[src/rtl/voxel_raycaster_pkg.sv]
// Shared voxel types: block coordinates, block ids, cube faces and the raycaster FSM states.
package voxel_raycaster_pkg;

    localparam int POS_W       = 8;
    localparam int CHUNK_WIDTH = 40;

    // Element [0] is x, [1] is y, [2] is z; each component is two's-complement.
    typedef logic [2:0][POS_W-1:0] BlockPos;
    typedef logic [7:0]            BlockType;
    localparam BlockType BLOCK_AIR = 8'd0;

    typedef enum logic [2:0] {
        FACE_NONE = 3'd0,
        FACE_XP   = 3'd1,
        FACE_XN   = 3'd2,
        FACE_YP   = 3'd3,
        FACE_YN   = 3'd4,
        FACE_ZP   = 3'd5,
        FACE_ZN   = 3'd6
    } Face;

    typedef enum logic [1:0] {
        IDLE  = 2'd0,
        QUERY = 2'd1,
        EVAL  = 2'd2
    } rc_state_e;

    // A step towards +axis enters the new voxel through its negative face, and vice versa.
    function automatic Face entry_face(input logic [1:0] axis, input logic neg);
        Face f;
        case (axis)
            2'd0:    f = neg ? FACE_XP : FACE_XN;
            2'd1:    f = neg ? FACE_YP : FACE_YN;
            2'd2:    f = neg ? FACE_ZP : FACE_ZN;
            default: f = FACE_NONE;
        endcase
        return f;
    endfunction

endpackage

[src/rtl/voxel_raycaster_if.sv]
// Ray request, chunk lookup and result bundle of the voxel raycaster.
interface voxel_raycaster_if
    import voxel_raycaster_pkg::*;
#(
    parameter int T_WIDTH = 16
);
    logic                    start_valid;
    logic                    start_ready;
    BlockPos                 origin;
    logic [2:0]              step_neg;
    logic [2:0][T_WIDTH-1:0] tmax_init;
    logic [2:0][T_WIDTH-1:0] tdelta;
    BlockPos                 query_addr;
    logic                    query_en;
    BlockType                query_block;
    logic                    query_valid;
    logic                    done;
    logic                    hit;
    BlockPos                 hit_pos;
    BlockType                hit_block;
    Face                     hit_face;

    modport slave (
        input  start_valid, origin, step_neg, tmax_init, tdelta, query_block, query_valid,
        output start_ready, query_addr, query_en, done, hit, hit_pos, hit_block, hit_face
    );

    modport master (
        output start_valid, origin, step_neg, tmax_init, tdelta, query_block, query_valid,
        input  start_ready, query_addr, query_en, done, hit, hit_pos, hit_block, hit_face
    );
endinterface

[src/rtl/voxel_raycaster_axis_select.sv]
// Picks the axis whose tmax is smallest; ties resolve x before y before z.
module raycast_axis_select #(
    parameter int T_WIDTH = 16
) (
    input  logic [T_WIDTH-1:0] t_x,
    input  logic [T_WIDTH-1:0] t_y,
    input  logic [T_WIDTH-1:0] t_z,
    output logic [1:0]         axis
);
    // Ordered comparison so that equal values fall to the lower axis.
    always_comb begin
        axis = 2'd2;
        if ((t_x <= t_y) && (t_x <= t_z)) begin
            axis = 2'd0;
        end else if (t_y <= t_z) begin
            axis = 2'd1;
        end else begin
            axis = 2'd2;
        end
    end
endmodule

[src/rtl/voxel_raycaster.sv]
// Voxel DDA raycaster: one chunk lookup per voxel until a solid block, the chunk edge or the
// step limit ends the ray. Define RAYCAST_FACE_EN to report the entry face of a hit.
module voxel_raycaster
    import voxel_raycaster_pkg::*;
#(
    parameter int MAX_STEPS = 64,
    parameter int T_WIDTH   = 16
) (
    input  logic             clk_in,
    input  logic             rst_in,
    voxel_raycaster_if.slave rif
);
    localparam int CNT_W = $clog2(MAX_STEPS + 1);
    localparam logic signed [POS_W-1:0] BOUND_HI = POS_W'(CHUNK_WIDTH);
    localparam logic signed [POS_W-1:0] BOUND_LO = POS_W'(-CHUNK_WIDTH);
    localparam logic [POS_W-1:0]        ONE_POS  = POS_W'(1);

    rc_state_e               state_r, next_state_s;
    BlockPos                 pos_r, hit_pos_r;
    logic [2:0]              step_neg_r;
    logic [2:0][T_WIDTH-1:0] tmax_r, tdelta_r;
    logic [CNT_W-1:0]        cnt_r;
    BlockType                block_r, hit_block_r;
    logic                    start_ready_r, query_en_r, done_r, hit_r;
    logic [1:0]              axis_s;
    logic [POS_W-1:0]        stepped_s;
    logic [T_WIDTH:0]        tsum_s;
    logic [T_WIDTH-1:0]      tnext_s;
    logic                    accept_s, is_hit_s, oob_s, step_go_s;

    raycast_axis_select #(.T_WIDTH(T_WIDTH)) u_axis_select (
        .t_x  (tmax_r[0]),
        .t_y  (tmax_r[1]),
        .t_z  (tmax_r[2]),
        .axis (axis_s)
    );

    // Next-state decision plus the candidate step along the nearest boundary.
    always_comb begin
        next_state_s = state_r;
        accept_s     = rif.start_valid && start_ready_r;
        is_hit_s     = (block_r != BLOCK_AIR);
        stepped_s    = step_neg_r[axis_s] ? (pos_r[axis_s] - ONE_POS) : (pos_r[axis_s] + ONE_POS);
        oob_s        = ($signed(stepped_s) >= BOUND_HI) || ($signed(stepped_s) < BOUND_LO);
        tsum_s       = {1'b0, tmax_r[axis_s]} + {1'b0, tdelta_r[axis_s]};
        tnext_s      = tsum_s[T_WIDTH] ? {T_WIDTH{1'b1}} : tsum_s[T_WIDTH-1:0];
        case (state_r)
            IDLE:    next_state_s = accept_s ? QUERY : IDLE;
            QUERY:   next_state_s = (query_en_r && rif.query_valid) ? EVAL : QUERY;
            EVAL: begin
                if (is_hit_s || (cnt_r == CNT_W'(MAX_STEPS)) || oob_s) begin
                    next_state_s = IDLE;
                end else begin
                    next_state_s = QUERY;
                end
            end
            default: next_state_s = IDLE;
        endcase
        step_go_s = (state_r == EVAL) && (next_state_s == QUERY);
    end

    // State register.
    always_ff @(posedge clk_in or posedge rst_in) begin
        if (rst_in) begin
            state_r <= IDLE;
        end else begin
            state_r <= next_state_s;
        end
    end

    // Ray datapath and registered handshake/result outputs.
    always_ff @(posedge clk_in or posedge rst_in) begin
        if (rst_in) begin
            pos_r         <= '0;
            step_neg_r    <= 3'b000;
            tmax_r        <= '0;
            tdelta_r      <= '0;
            cnt_r         <= '0;
            block_r       <= BLOCK_AIR;
            start_ready_r <= 1'b1;
            query_en_r    <= 1'b0;
            done_r        <= 1'b0;
            hit_r         <= 1'b0;
            hit_pos_r     <= '0;
            hit_block_r   <= BLOCK_AIR;
        end else begin
            start_ready_r <= (next_state_s == IDLE);
            query_en_r    <= (next_state_s == QUERY);
            done_r        <= (state_r == EVAL) && (next_state_s == IDLE);
            case (state_r)
                IDLE: begin
                    if (accept_s) begin
                        pos_r      <= rif.origin;
                        step_neg_r <= rif.step_neg;
                        tmax_r     <= rif.tmax_init;
                        tdelta_r   <= rif.tdelta;
                        cnt_r      <= '0;
                    end
                end
                QUERY: begin
                    if (query_en_r && rif.query_valid) begin
                        block_r <= rif.query_block;
                    end
                end
                EVAL: begin
                    if (step_go_s) begin
                        pos_r[axis_s]  <= stepped_s;
                        tmax_r[axis_s] <= tnext_s;
                        cnt_r          <= cnt_r + CNT_W'(1);
                    end else begin
                        hit_r       <= is_hit_s;
                        hit_pos_r   <= pos_r;
                        hit_block_r <= block_r;
                    end
                end
                default: begin
                end
            endcase
        end
    end

`ifdef RAYCAST_FACE_EN
    Face last_face_r, hit_face_r;

    // Track the face crossed by the latest step and publish it when the ray ends.
    always_ff @(posedge clk_in or posedge rst_in) begin
        if (rst_in) begin
            last_face_r <= FACE_NONE;
            hit_face_r  <= FACE_NONE;
        end else if (accept_s) begin
            last_face_r <= FACE_NONE;
        end else if (step_go_s) begin
            last_face_r <= entry_face(axis_s, step_neg_r[axis_s]);
        end else if (state_r == EVAL) begin
            hit_face_r <= is_hit_s ? last_face_r : FACE_NONE;
        end
    end

    assign rif.hit_face = hit_face_r;
`else
    assign rif.hit_face = FACE_NONE;
`endif

    assign rif.start_ready = start_ready_r;
    assign rif.query_en    = query_en_r;
    assign rif.query_addr  = pos_r;
    assign rif.done        = done_r;
    assign rif.hit         = hit_r;
    assign rif.hit_pos     = hit_pos_r;
    assign rif.hit_block   = hit_block_r;

endmodule

[src/flat_wrapper.sv]
// flat-port wrapper written by rule: the top's interface ports become plain ports
module voxel_raycaster_flat import voxel_raycaster_pkg::*;
#(
    parameter int MAX_STEPS = 64,
    parameter int T_WIDTH   = 16
)
  (clk_in, rst_in, rif_start_valid, rif_origin, rif_step_neg, rif_tmax_init, rif_tdelta, rif_query_block, rif_query_valid, rif_start_ready, rif_query_addr, rif_query_en, rif_done, rif_hit, rif_hit_pos, rif_hit_block, rif_hit_face);
  voxel_raycaster_if #(.T_WIDTH(T_WIDTH)) rif_i ();
  input  logic clk_in;
  input  logic rst_in;
  input wire logic [$bits(rif_i.start_valid)-1:0] rif_start_valid;
  input wire logic [$bits(rif_i.origin)-1:0] rif_origin;
  input wire logic [$bits(rif_i.step_neg)-1:0] rif_step_neg;
  input wire logic [$bits(rif_i.tmax_init)-1:0] rif_tmax_init;
  input wire logic [$bits(rif_i.tdelta)-1:0] rif_tdelta;
  input wire logic [$bits(rif_i.query_block)-1:0] rif_query_block;
  input wire logic [$bits(rif_i.query_valid)-1:0] rif_query_valid;
  output wire logic [$bits(rif_i.start_ready)-1:0] rif_start_ready;
  output wire logic [$bits(rif_i.query_addr)-1:0] rif_query_addr;
  output wire logic [$bits(rif_i.query_en)-1:0] rif_query_en;
  output wire logic [$bits(rif_i.done)-1:0] rif_done;
  output wire logic [$bits(rif_i.hit)-1:0] rif_hit;
  output wire logic [$bits(rif_i.hit_pos)-1:0] rif_hit_pos;
  output wire logic [$bits(rif_i.hit_block)-1:0] rif_hit_block;
  output wire logic [$bits(rif_i.hit_face)-1:0] rif_hit_face;
  assign rif_i.start_valid = rif_start_valid;
  assign rif_i.origin = rif_origin;
  assign rif_i.step_neg = rif_step_neg;
  assign rif_i.tmax_init = rif_tmax_init;
  assign rif_i.tdelta = rif_tdelta;
  assign rif_i.query_block = rif_query_block;
  assign rif_i.query_valid = rif_query_valid;
  assign rif_start_ready = rif_i.start_ready;
  assign rif_query_addr = rif_i.query_addr;
  assign rif_query_en = rif_i.query_en;
  assign rif_done = rif_i.done;
  assign rif_hit = rif_i.hit;
  assign rif_hit_pos = rif_i.hit_pos;
  assign rif_hit_block = rif_i.hit_block;
  assign rif_hit_face = rif_i.hit_face;
  voxel_raycaster #(.MAX_STEPS(MAX_STEPS), .T_WIDTH(T_WIDTH)) u_core (.clk_in(clk_in), .rst_in(rst_in), .rif(rif_i));
endmodule
[config.mk]
export PLATFORM = sky130hd
export DESIGN_NAME = voxel_raycaster_flat
export DESIGN_NICKNAME = d
export VERILOG_FILES = /design/src/rtl/voxel_raycaster_pkg.sv /design/src/rtl/voxel_raycaster_if.sv /design/src/rtl/voxel_raycaster_axis_select.sv /design/src/rtl/voxel_raycaster.sv /design/src/flat_wrapper.sv
export SDC_FILE = /design/constraint.sdc
export NUM_CORES = 1
export LEC_CHECK = 0
export ABC_AREA = 1
export CAP_MARGIN = 15
export CORE_MARGIN = 2
export CORE_UTILIZATION = 58
export DETAILED_ROUTE_END_ITERATION = 12
export PLACE_DENSITY = 0.94
export SLEW_MARGIN = 20
export SYNTH_ARGS = -nofsm -noshare
export SYNTH_HDL_FRONTEND = slang
export SYNTH_SLANG_ARGS = --single-unit
[constraint.sdc]
create_clock -name clk_in -period 8.1 [get_ports clk_in]
set_input_delay 0.81 -clock clk_in [delete_from_list [all_inputs] [get_ports clk_in]]
set_output_delay 0.81 -clock clk_in [all_outputs]
set_load 0.02 [all_outputs]
==> results.ini <==
[clock_network]
clock_sinks=176
cts_tree=built
h-tree-depth=4
ctsHoldBuffers=0
clk_path_buf_depth=2
cts_root_buf=clkbuf_16
post_cts_resized=0
worstSkewPairLatency_ns=0.44
path_clk_slew_ns=0.07

[synth]
synthTopCellsByArea=dfrtp_1 41%, nand2_1 15%, ha_1 8.4%
aoi_share_pct=12.0
ys_sh_mux_pct=3.89
yosysCellCount=1349
fa_ha_area_share_pct=8.79
ys_seq_share_pct=41.2
synth-simple-area-share_pct=26.6
yosysUniqueCellTypes=44
syn_avg_cell_area_um2=7.94
netlist.top_cell.by_area=dfrtp_1
synth_chip_area_um2=10700
synthCells=1349
edf_count=0
synth_top_cell_by_count=nand2_1
top_area_share_pct=40.9
common_cells=431 x nand2_1, 175 x dfrtp_1, 105 x nand3_1
ys.flops=176
xor_area_share_pct=1.31
yosys_warnings=0

[floorplan]
rows=49
die_w_um=140
die-height_um=140
dieArea_um2=19600
ios=198
core_area_um2=18000

[job]
max-cap-violations=0
tool_warnings=28

[global_routing]
grt_pass1_wl_um=55100
grt_pass1_vias=10600
gr-total-overflow=0

[cells_and_area]
lay_top_count=nand2_1
area_growth_pct=24.9
most-common-layout-cells=430 x nand2_1, 194 x clkdlybuf4s50_1, 175 x dfrtp_1
final_cells=1748
drive_gt1_share_pct=6.52
fill_cells=1304
logic_area_um2=5650

[critical_path]
critPathMaxFanout=73
crit_family=simple AND/OR/NAND/NOR gates
critical_path_class=reg -> reg
crit_top_cell=nand2_1
r2r_slack_ns=0.82
end_kind=flip-flop
cpMaxStageDelayCell=buf_4
r2r_cells=28
critPathRequiredTime_ns=8.42
cp_data_arrival_time_ns=7.60

[placement]
io_buffers=194
hpwl_um=23900
gp_congestion=0.974

[route]
final_antenna_net_count=0
drtIter0Drc=1223
top_layer=met4
wl_met1_um=13200
met3_length_um=3090

[final_timing]
slew_violations=0
setup_violations=0
relSlewSlack_pct=22.5
min_period_ns=7.28
rsz0062_at_grt=no
tightest_slew_ns=1.16
fin_setup_tns_ns=0
finalWorstSetupSlack_ns=0.817
skew_ns=0.00584
hold_slack_ns=0.473

[run_status]
status=finished, final reports clean

[min_path]
hold_path_class=reg -> reg
holdPathStages=2
hp-start=u_core.rif.hit_pos[19]

-- state kept, by name (all words and copies together) (netlist names), 2 cells and up --
signal and flops:
u_core.tmax_r 48, u_core.step_neg_r 3, u_core.cnt_r 7, u_core.rif.hit_block 8, u_core.rif.query_addr 24, u_core.tdelta_r 48, u_core.state_r 2, u_core.rif.hit_pos 24
u_core.block_r 8
-- worst max path at each step --
stage / startpoint / end / slack [ns] / cells after the start
2_1_floorplan: rst_in / u_core.block_r[0] / 2.52 / 1
3_3_place_gp: u_core.tmax_r[13] / u_core.tmax_r[4] / 1.41 / 28
3_5_place_dp: u_core.tmax_r[13] / u_core.tmax_r[10] / 1.22 / 28
4_1_cts: u_core.tmax_r[13] / u_core.tmax_r[6] / 1.13 / 28
5_1_grt: u_core.tmax_r[45] / u_core.tmax_r[6] / 0.59 / 29
6_report: u_core.tmax_r[13] / u_core.tmax_r[6] / 0.82 / 28
-- layout make-up --
| type | count | share of cell area, % |
|---|---|---|
| Clock buffer | 18 | 3.21 |
| Clock inverter | 14 | 1.33 |
| Inverter | 96 | 2.74 |
| Multi-Input combinational cell | 1009 | 42.3 |
| Sequential cell | 176 | 33.0 |
| Tap cell | 229 | 2.14 |
| Timing Repair Buffer | 206 | 15.3 |
-- stage by stage --
stage	cell area, um2	util (%)
final	13400	74.2
after global routing	13400	74.2
after CTS	13300	74.0
after detailed placement	12700	70.7
after global placement	12700	70.6
after floorplan	10700	-
==> images/metal_density.png <==
The bar under the picture is 50 um long. 28 x 28 tiles, from dark blue (low) to red (high), scaled to the fullest tile. Values are wire area over tile area, all layers added.
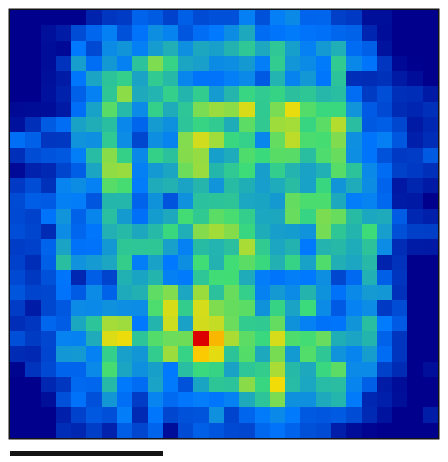
tiles over half the peak: 13%
nearly empty tiles: 8.7%
fullest tile: 1.0
mean over tiles: 0.30
via count: 10.8k
final wirelength: 34,600 um
Total GRT Usage: 35.6%
WL/cell: 19.8 um

==> images/placement_by_type.png <==
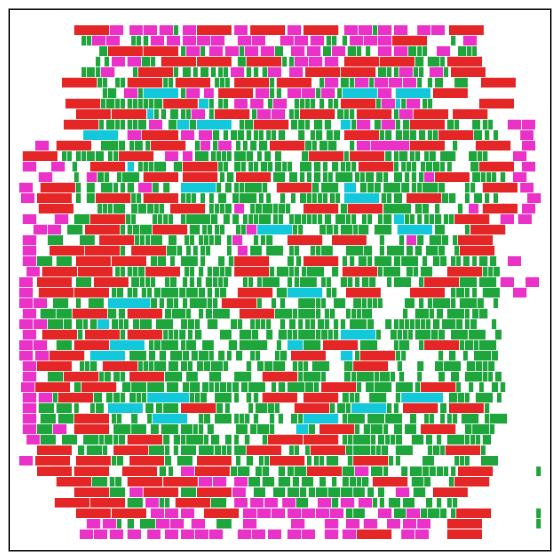
[flops] red | cells: 176
[combinational and other logic] green | cells: 1,105
[other buffers and delay cells] magenta | cells: 206
[clock drivers and dummy loads] cyan | cells: 32

==> images/congestion.png <==
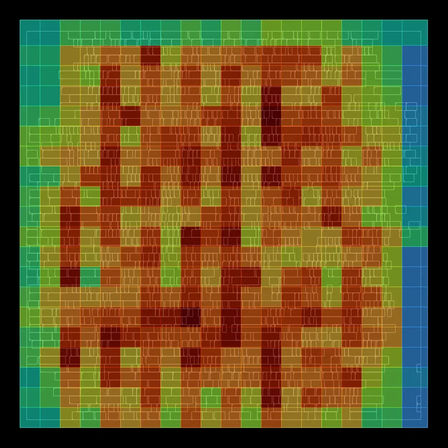
GR Util met2: 57.6%
met3 Track Usage GR: 7.33%

==> images/wires.png <==
The bar under the picture is 50 um long.
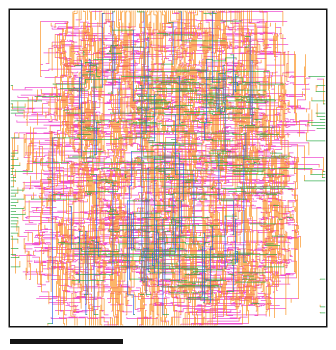
[metal 4] blue | wire length: 1,860 um
[metal 2] orange | wire length: 16,500 um
[metal 1] magenta | wire length: 13,200 um
[metal 3] green | wire length: 3,090 um

==> images/flops_by_reg.png <==
The bar under the picture is 50 um long. Other sequential cells in the stronger gray, the rest of the logic in the fainter gray.
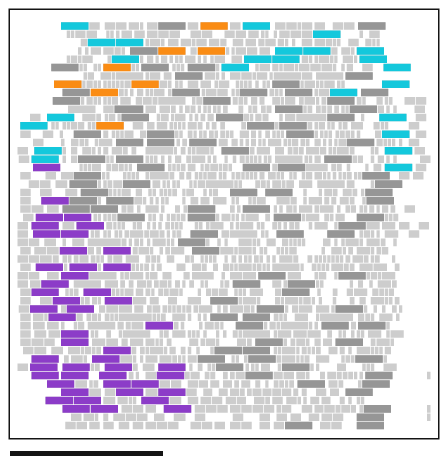
[u_core.tdelta_r] purple | flops: 48
[u_core.rif.hit_block] orange | flops: 8
[u_core.rif.hit_pos] cyan | flops: 24
not colored: 96
fin util: 74.2%
Sequential Area: 4410 um2
sequential share of cell area: 33.0%

